**src/rtl/sram_block_engine.sv**
```systemverilog
// Block-command controller for a single-port SRAM: constant/incrementing fill, read-checksum, copy.
// All outputs registered; FILL 1, SUM 2, COPY 3 cycles per word, plus one DONE cycle.
module sram_block_engine #(
  parameter int A_WIDTH   = 13,
  parameter int D_WIDTH   = 8,
  parameter int SUM_WIDTH = 16
) (
  input  logic                 Clk,
  input  logic                 Rst,
  input  logic                 Start,
  input  logic [1:0]           Op,
  input  logic [A_WIDTH-1:0]   Src_Addr,
  input  logic [A_WIDTH-1:0]   Dst_Addr,
  input  logic [A_WIDTH:0]     Length,
  input  logic [D_WIDTH-1:0]   Fill_Data,
  output logic                 Busy,
  output logic                 Done,
  output logic [SUM_WIDTH-1:0] Checksum,
  output logic [A_WIDTH-1:0]   Mem_Addr,
  output logic                 Mem_RW,
  output logic                 Mem_En,
  output logic [D_WIDTH-1:0]   Mem_Data_Out,
  input  logic [D_WIDTH-1:0]   Mem_Data_In
);

  localparam logic [1:0] OP_FILL_INC = 2'b01;
  localparam logic [1:0] OP_SUM      = 2'b10;
  localparam logic [1:0] OP_COPY     = 2'b11;

  typedef enum logic [2:0] {S_IDLE, S_WR, S_RD_REQ, S_RD_WAIT, S_CP_WR, S_DONE} state_t;

  state_t               r_state;
  state_t               w_next;
  logic [1:0]           r_op;
  logic [A_WIDTH-1:0]   r_src;
  logic [A_WIDTH-1:0]   r_dst;
  logic [A_WIDTH:0]     r_len;
  logic [D_WIDTH-1:0]   r_fill;
  logic [A_WIDTH:0]     r_idx;
  logic [A_WIDTH:0]     w_idx_next;
  logic [1:0]           w_op;
  logic [A_WIDTH-1:0]   w_src;
  logic [A_WIDTH-1:0]   w_dst;
  logic [D_WIDTH-1:0]   w_fill;
  logic                 w_last;
  logic                 w_start;
  logic                 w_mem_en;
  logic                 w_mem_rw;
  logic [A_WIDTH-1:0]   w_mem_addr;
  logic [D_WIDTH-1:0]   w_mem_dat;

  // Outputs are loaded from the next state, so in IDLE the command fields come straight from the inputs.
  assign w_start = (r_state == S_IDLE) && Start;
  assign w_op    = (r_state == S_IDLE) ? Op        : r_op;
  assign w_src   = (r_state == S_IDLE) ? Src_Addr  : r_src;
  assign w_dst   = (r_state == S_IDLE) ? Dst_Addr  : r_dst;
  assign w_fill  = (r_state == S_IDLE) ? Fill_Data : r_fill;
  assign w_last  = ((r_idx + {{A_WIDTH{1'b0}}, 1'b1}) == r_len);

  always_ff @(posedge Clk or posedge Rst) begin
    if (Rst) begin
      r_state <= S_IDLE;
      r_idx   <= '0;
      r_op    <= '0;
      r_src   <= '0;
      r_dst   <= '0;
      r_len   <= '0;
      r_fill  <= '0;
    end else begin
      r_state <= w_next;
      r_idx   <= w_idx_next;
      if (w_start) begin
        r_op   <= Op;
        r_src  <= Src_Addr;
        r_dst  <= Dst_Addr;
        r_len  <= Length;
        r_fill <= Fill_Data;
      end
    end
  end

  always_comb begin
    w_next     = r_state;
    w_idx_next = r_idx;
    case (r_state)
      S_IDLE: begin
        if (Start) begin
          w_idx_next = '0;
          if (Length == '0)  w_next = S_DONE;
          else if (!Op[1])   w_next = S_WR;
          else               w_next = S_RD_REQ;
        end
      end
      S_WR: begin
        if (w_last) w_next = S_DONE;
        else        w_idx_next = r_idx + 1'b1;
      end
      S_RD_REQ: w_next = S_RD_WAIT;
      S_RD_WAIT: begin
        if (r_op == OP_COPY) begin
          w_next = S_CP_WR;
        end else if (w_last) begin
          w_next = S_DONE;
        end else begin
          w_next     = S_RD_REQ;
          w_idx_next = r_idx + 1'b1;
        end
      end
      S_CP_WR: begin
        if (w_last) begin
          w_next = S_DONE;
        end else begin
          w_next     = S_RD_REQ;
          w_idx_next = r_idx + 1'b1;
        end
      end
      S_DONE:  w_next = S_IDLE;
      default: w_next = S_IDLE;
    endcase
  end

  always_comb begin
    w_mem_en   = 1'b0;
    w_mem_rw   = 1'b0;
    w_mem_addr = Mem_Addr;
    w_mem_dat  = Mem_Data_Out;
    case (w_next)
      S_WR: begin
        w_mem_en   = 1'b1;
        w_mem_rw   = 1'b1;
        w_mem_addr = w_dst + w_idx_next[A_WIDTH-1:0];
        w_mem_dat  = (w_op == OP_FILL_INC) ? (w_fill + w_idx_next[D_WIDTH-1:0]) : w_fill;
      end
      S_RD_REQ: begin
        w_mem_en   = 1'b1;
        w_mem_addr = w_src + w_idx_next[A_WIDTH-1:0];
      end
      S_CP_WR: begin
        // The read word is valid only during RD_WAIT, so it is captured directly into the write data.
        w_mem_en   = 1'b1;
        w_mem_rw   = 1'b1;
        w_mem_addr = w_dst + w_idx_next[A_WIDTH-1:0];
        w_mem_dat  = Mem_Data_In;
      end
      default: ;
    endcase
  end

  always_ff @(posedge Clk or posedge Rst) begin
    if (Rst) begin
      Busy         <= 1'b0;
      Done         <= 1'b0;
      Checksum     <= '0;
      Mem_Addr     <= '0;
      Mem_RW       <= 1'b0;
      Mem_En       <= 1'b0;
      Mem_Data_Out <= '0;
    end else begin
      Busy         <= (w_next != S_IDLE);
      Done         <= (w_next == S_DONE);
      Mem_Addr     <= w_mem_addr;
      Mem_RW       <= w_mem_rw;
      Mem_En       <= w_mem_en;
      Mem_Data_Out <= w_mem_dat;
      if (w_start && (Op == OP_SUM))
        Checksum <= '0;
      else if ((r_state == S_RD_WAIT) && (r_op == OP_SUM))
        Checksum <= Checksum + {{(SUM_WIDTH-D_WIDTH){1'b0}}, Mem_Data_In};
    end
  end

endmodule

```
**config.mk**
```make
export PLATFORM = sky130hd
export DESIGN_NAME = sram_block_engine
export DESIGN_NICKNAME = d
export VERILOG_FILES = /design/src/rtl/sram_block_engine.sv
export SDC_FILE = /design/constraint.sdc
export NUM_CORES = 1
export LEC_CHECK = 0
export CAP_MARGIN = 30
export CELL_PAD_IN_SITES_DETAIL_PLACEMENT = 2
export CELL_PAD_IN_SITES_GLOBAL_PLACEMENT = 2
export CORE_MARGIN = 5
export CORE_UTILIZATION = 33
export CTS_BUF_LIST = sky130_fd_sc_hd__clkbuf_2 sky130_fd_sc_hd__clkbuf_4 sky130_fd_sc_hd__clkbuf_8
export CTS_CLUSTER_DIAMETER = 100
export CTS_CLUSTER_SIZE = 16
export DETAILED_ROUTE_END_ITERATION = 10
export PLACE_DENSITY_LB_ADDON = 0.1
export SLEW_MARGIN = 10
export SYNTH_ARGS = -nofsm -noshare
export SYNTH_HDL_FRONTEND = slang
export SYNTH_SLANG_ARGS = --single-unit
```
**constraint.sdc**
```tcl
create_clock -name Clk -period 5.9 [get_ports Clk]
set_input_delay 1.18 -clock Clk [delete_from_list [all_inputs] [get_ports Clk]]
set_output_delay 1.18 -clock Clk [all_outputs]
set_load 0.01 [all_outputs]
```
Figure 1. Met3 routing (run 1).
Scale: 2 px per um. Cells faint in the background.
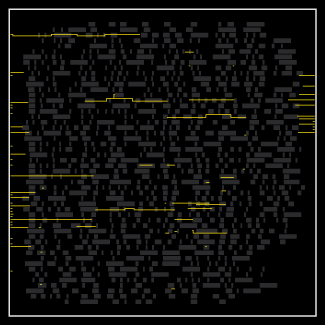
The longest straight run is 41.2 um. 56 nets have wire on it. The layer holds 2.5% of the routed length.

Figure 2. Cell classes on the final placement (run 1).
Scale: 2 px per um.
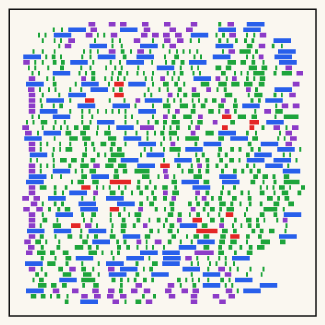
Blue shows flops, cells 108, share of their area 33%. Green shows combinational and other logic, cells 672, share of their area 48%. Red shows clock drivers and dummy loads, cells 16, share of their area 2.9%. Purple shows other buffers and delay cells, cells 137, share of their area 16%.

Figure 3. Clock routing (run 1).
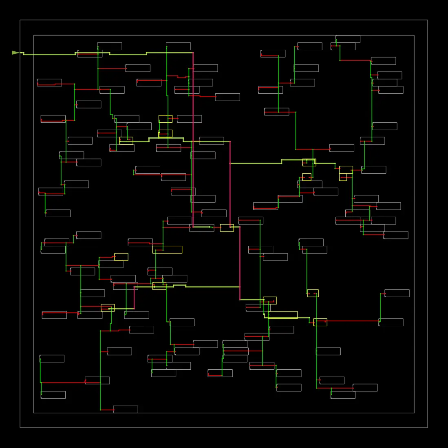
num sequential: 108
Clock group: 553 uW
# clk buffers: 12
total CTS buffers: 9
sink count of the clock tree: 108

Figure 4. Clock wires, drivers and flops (run 1).
Scale: 3 px per um.
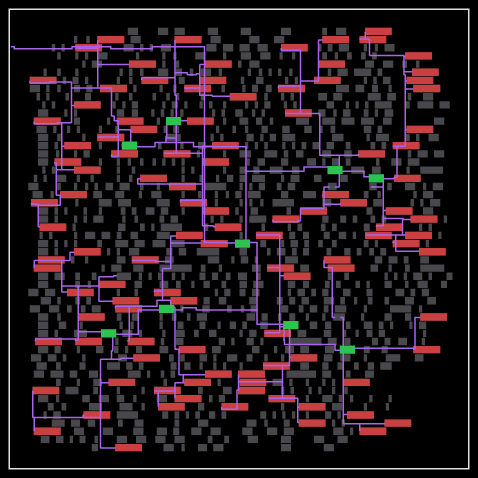
Red shows flip-flops, count 108. Green shows clock drivers, count 9. Purple shows clock wires, length 1670 um.
There are 10 routed clock nets. Position of the flops: spread over the die.

[run 1: registers in the layout, summed over array words and instances, names as in the netlist]
signal        cells
Mem_Data_Out      8
r_op              2
Mem_Addr         13
r_state           3
Busy              1
Mem_RW            1
r_dst            13
Checksum         16
r_idx            14
r_src            13
r_fill            8
r_len            14
Mem_En            1
Done              1
[run 1: repair_timing]
item                                    CTS  global route
cloned                                    0             0
pin swaps                                 0             1
endpoints found under the hold margin     0             0
endpoints found under the setup margin    1             4
resized                                   1             6
[run 1: area by class of cell]
class / instances / area [sq um]
clock buffers: 12 / 159
clock inverters: 4 / 80.1
fillers: 2312 / 11700
inverters: 22 / 85.1
multi-input cells: 650 / 3770
flip-flops and latches: 108 / 2700
well taps: 270 / 338
repair buffers: 137 / 1310
[run 1: cell families after synthesis]
family          Yosys count  synth area share, %
simple gates            408                 26.4
compound gates          158                 15.5
flops                   108                 40.2
buf+inv                  65                 4.27
xor+xnor                 42                 5.68
fa+ha+maj                31                 6.11
mux                      11                 1.77
[run 1: final timing paths]
kind,from,to,slack (ns)
max in group asynchronous,Rst,Checksum[9]$_DFFE_PP0P_,4.06
hold reg to reg,r_fill[5]$_DFFE_PP0P_,r_fill[5]$_DFFE_PP0P_,0.49
hold / removal,r_fill[5]$_DFFE_PP0P_,r_fill[5]$_DFFE_PP0P_,0.49
min in group asynchronous,Rst,Checksum[11]$_DFFE_PP0P_,1.09
setup / recovery,Length[10],Mem_Addr[9]$_DFFE_PP0P_,0.32
setup reg to reg,r_idx[2]$_DFF_PP0_,Mem_Addr[9]$_DFFE_PP0P_,0.77
[run 1: report_power, final]
| group | total, mW | switching (mW) | internal, mW |
|---|---|---|---|
| clock | 0.553 | 0.281 | 0.271 |
| sequential | 1.41 | 0.320 | 1.09 |
| combinational | 3.59 | 1.99 | 1.60 |
[run 1: per-layer routing]
metal  wire [um]  vias up  track usage, %
met1       10300     3247            24.7
li1            -     2995               -
met5           0        -               0
met3         590       26            3.75
met4         358        0            4.50
met2       12700       80            38.1
[run 1: critical path, delay by kind of cell]
kind                       cells  cell delay [ns]
xor gates and xnor gates       1             0.08
muxes                          1             0.26
AOI/OAI and AO/OA             12             2.19
and+or+nand+nor                5             0.81
adders and majority gates      1             0.27
buffers and inverters          5             1.09
[run 1: through the flow]
step                      utilization, %  setup slack (ns)  cell area [sq um]
after floorplan                        -             0.714               6720
after global placement              40.4            0.0843               8140
after detailed placement            40.5            -0.372               8170
after CTS                           41.7             0.111               8410
after global routing                41.9           0.00192               8450
final                               41.9             0.324               8450
==> Flow_metrics.wiki, run 1 <==
== Run summary ==
{| class="wikitable"
! Metric !! Value
|-
| Worst path most repeated cell || sky130_fd_sc_hd__a21oi_1
|-
| Commonest non-fill, non-tap cells in the layout || sky130_fd_sc_hd__nand2_1, sky130_fd_sc_hd__dfrtp_1, sky130_fd_sc_hd__clkdlybuf4s50_1, sky130_fd_sc_hd__nor2_1, sky130_fd_sc_hd__o21ai_0
|-
| Highest net fanout along the worst path || 4
|-
| Max-slew violation total from the final report || 0
|-
| Status || completed
|-
| Total of hold buffers inserted after clock tree synthesis || 0
|-
| Overall die height || 153 um
|-
| Dominant logic cell type in the layout || sky130_fd_sc_hd__nand2_1
|-
| Total core area || 0.0202 sq mm
|-
| Largest stage delay on the critical path || 0.48 ns
|-
| Cells on worst reg2reg path || 22
|-
| Pin count of the biggest net entering global routing || 59
|-
| Most used flip-flop cell after synthesis || sky130_fd_sc_hd__dfrtp_1
|-
| Total leakage power || 3.85 nW
|-
| Most popular library cell in the synthesized design by count || sky130_fd_sc_hd__nand2_1
|-
| Distinct cell type count after synthesis || 67
|-
| Worst IR drop on VDD || 0.198 mV
|-
| Wire per inst || 19.9 um
|-
| Via total after detailed routing || 6348
|-
| Number of antenna violations at the first check in global routing || 0
|-
| Count of input and output buffers || 101
|-
| Setup crit start kind || primary input
|-
| Initial DRC Count || 215
|-
| Portion of the post-synthesis area used by sequential elements || 40.2%
|-
| Vias per inst || 5.28
|-
| Area growth, synth to finish || 25.8%
|-
| Number of cell rows || 52
|-
| Final setup TNS || 0 ns
|-
| Number of buffers inserted to repair setup after CTS || 0
|-
| Cell count of the worst hold path || 2
|-
| Clk slew on worst S/H paths || 0.11 ns
|-
| Number of levels in the clock H-tree || 3
|-
| Clock tree from TritonCTS || built
|-
| Final clock skew || 0.0165 ns
|-
| Setup Viol. Count Final || 0
|-
| Synth Net Count || 915
|-
| Aggregate global routing overflow || 0
|}
Figure 5. I/O nets highlighted (run 1).
Scale: 3 px per um.
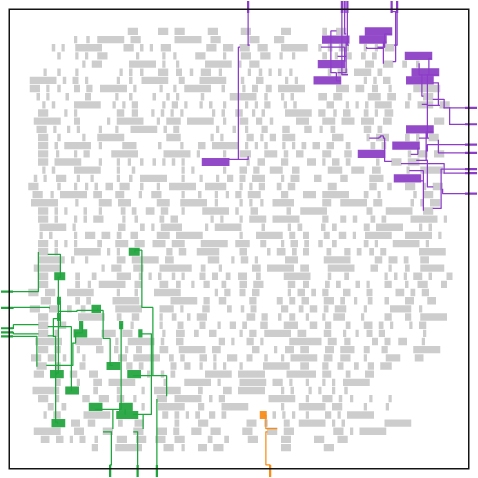

==> run 2: changes to the inputs <==
- HOLD_SLACK_MARGIN: default -> 0.15
- PLACE_DENSITY: default -> 0.89
- PLACE_DENSITY_LB_ADDON: 0.1 -> default
Figure 6. I/O nets highlighted (run 2).
Scale: 3 px per um.
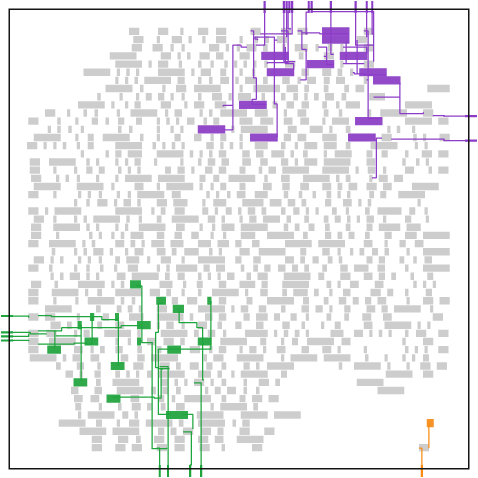
Orange shows Rst, bits 1, direction input, edge bottom, end cells 1, buffers 1, wire 15.7 um. Green shows Mem_Data_In, bits 8, direction input, edge 4 bottom, 4 left, end cells 17, buffers 8, wire 482 um. Purple shows Mem_Addr, bits 13, direction output, edge 11 top, 2 right, end cells 13, buffers 13, wire 525 um.

Figure 7. Met3 routing (run 2).
Scale: 2 px per um. Cells faint in the background.
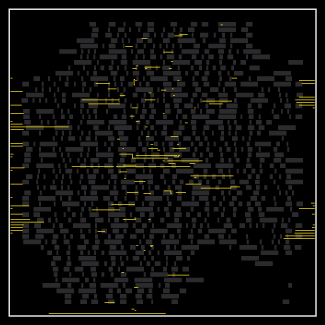
via total after detailed routing: 6507
total wire length after detailed routing: 26300 um
GRT met3 Usage: 3.18%

==> run 2 against run 1 <==
  * Global-route usage grew 0.50 points
  * Clock skew increased by 0.0010 ns
  * Combinational power up 5%
  * Largest power group unchanged
  * Setup slack got worse by 0.25 ns
  * Highest routed layer unchanged
  * Flip-flop count unchanged
  * Hold slack better by 0.0023 ns
  * Utilization decreased by 0.50 points
==> Flow_metrics.wiki, run 2 <==
== Run summary ==
{| class="wikitable"
! Metric !! Value
|-
| FF-to-FF End || Mem_Addr[12]$_DFFE_PP0P_ (was Mem_Addr[9]$_DFFE_PP0P_)
|-
| Max-slew violation total from the final report || 0 (unchanged)
|-
| Clock tree from TritonCTS || built (unchanged)
|-
| Setup Viol. Count Final || 0 (unchanged)
|-
| Most used flip-flop cell after synthesis || sky130_fd_sc_hd__dfrtp_1 (unchanged)
|-
| Distinct cell type count after synthesis || 67 (unchanged)
|-
| Total core area || 0.0202 sq mm (unchanged)
|-
| Wire per inst || 21.9 um (was 19.9 um)
|-
| Portion of the post-synthesis area used by sequential elements || 40.2% (unchanged)
|-
| Total CTS buffers || 9 (unchanged)
|-
| Min-Delay Startpoint || r_fill[2]$_DFFE_PP0P_ (was r_fill[5]$_DFFE_PP0P_)
|-
| Number of levels in the clock H-tree || 3 (unchanged)
|-
| Number of cell rows || 52 (unchanged)
|-
| Cell count of the worst hold path || 2 (unchanged)
|-
| End point of the critical path || Mem_Addr[12]$_DFFE_PP0P_ (was Mem_Addr[9]$_DFFE_PP0P_)
|-
| Aggregate global routing overflow || 0 (unchanged)
|-
| Status || completed (unchanged)
|-
| Overall die height || 153 um (unchanged)
|-
| Area growth, synth to finish || 24.3% (was 25.8%)
|-
| Count of input and output buffers || 101 (unchanged)
|-
| Most popular library cell in the synthesized design by count || sky130_fd_sc_hd__nand2_1 (unchanged)
|-
| Number of flip-flops under the largest register name || 16 (unchanged)
|-
| Crit. Startpoint || Length[12] (was Length[10])
|-
| Setup crit start kind || primary input (unchanged)
|-
| Commonest non-fill, non-tap cells in the layout || sky130_fd_sc_hd__nand2_1, sky130_fd_sc_hd__dfrtp_1, sky130_fd_sc_hd__clkdlybuf4s50_1, sky130_fd_sc_hd__nor2_1, sky130_fd_sc_hd__o21ai_0 (unchanged)
|-
| Synth Net Count || 915 (unchanged)
|-
| Worst reg2reg startpoint || r_idx[2]$_DFF_PP0_ (unchanged)
|-
| Cells on worst reg2reg path || 22 (unchanged)
|-
| Dominant logic cell type in the layout || sky130_fd_sc_hd__nand2_1 (unchanged)
|-
| Initial DRC Count || 244 (was 215)
|-
| Final setup TNS || 0 ns (unchanged)
|}
[run 2: cell counts after synthesis]
Identical to the previous run, type by type.
[run 2: worst max-delay path, cell delays in order]
cell and delay (ns):
sky130_fd_sc_hd__clkdlybuf4s50_1 0.47, sky130_fd_sc_hd__nor4_4 0.34, sky130_fd_sc_hd__buf_4 0.16, sky130_fd_sc_hd__nand4_1 0.20, sky130_fd_sc_hd__a21bo_2 0.31, sky130_fd_sc_hd__a221oi_2 0.24, sky130_fd_sc_hd__a31oi_1 0.18, sky130_fd_sc_hd__inv_2 0.11
sky130_fd_sc_hd__a21oi_2 0.09, sky130_fd_sc_hd__buf_6 0.20, sky130_fd_sc_hd__nand2_1 0.07, sky130_fd_sc_hd__and3_1 0.18, sky130_fd_sc_hd__a31oi_2 0.06, sky130_fd_sc_hd__buf_4 0.21, sky130_fd_sc_hd__fa_1 0.43, sky130_fd_sc_hd__a21oi_1 0.22
sky130_fd_sc_hd__nor2_1 0.08, sky130_fd_sc_hd__nor2_1 0.19, sky130_fd_sc_hd__o21bai_1 0.12, sky130_fd_sc_hd__a21oi_1 0.26, sky130_fd_sc_hd__o21bai_2 0.12, sky130_fd_sc_hd__a41oi_2 0.24, sky130_fd_sc_hd__a211o_1 0.17, sky130_fd_sc_hd__nor3_1 0.06
sky130_fd_sc_hd__o31ai_2 0.22
[run 2: power by group]
group | switching [mW] | total (mW) | internal, mW
clock | 0.295 | 0.458 | 0.163
sequential | 0.334 | 1.42 | 1.09
combinational | 2.19 | 3.76 | 1.57
[run 2: timing repair]
action                                 4_1_cts  5_1_grt
setup buffers                                0        7
gates resized                                6        7
pin swaps                                    1        5
setup endpoints to repair                    2        4
endpoints found under the hold margin        0        0
[run 2: cell type report]
type	instances	area (sq um)
tap	270	338
sequential	108	2700
fill	2336	11800
inverter	22	87.6
timing repair buffer	134	1260
clock buffer	10	131
clock inverter	6	45.0
multi-input combinational	650	3780
[run 2: per-layer routing]
layer | wire [um] | GRT usage [%] | up-vias | share of wire [%]
met5 | 0 | 0 | - | 0
met4 | 1130 | 7.72 | 0 | 4.3
met2 | 13700 | 38.4 | 140 | 52
met1 | 10800 | 25.0 | 3305 | 41
met3 | 730 | 3.18 | 72 | 2.8
li1 | - | - | 2990 | -
[run 2: kinds of logic (layout without fill, tap and decap cells)]
group           after synthesis  after routing  share of synthesized area (%)
buf+inv                      65            172                           4.27
xor+xnor                     42             42                           5.68
compound gates              158            158                           15.5
flops                       108            108                           40.2
fa+ha+maj                    31             31                           6.11
simple gates                408            408                           26.4
mux                          11             11                           1.77
[run 2: metrics by stage]
stage | setup slack (ns) | power [mW] | std cells | instance area [sq um] | utilization (%)
global placement | -0.0150 | 4.62 | 1177 | 8060 | 40.0
CTS | 0.0623 | 5.43 | 1193 | 8260 | 41.0
floorplan | 0.714 | 3.60 | 823 | 6720 | -
global route | -0.139 | 6.03 | 1200 | 8350 | 41.4
detailed placement | -0.711 | 4.92 | 1177 | 8060 | 40.0
finish | 0.0737 | 5.64 | 1200 | 8350 | 41.4
Power is estimated from default activity; no workload was simulated.
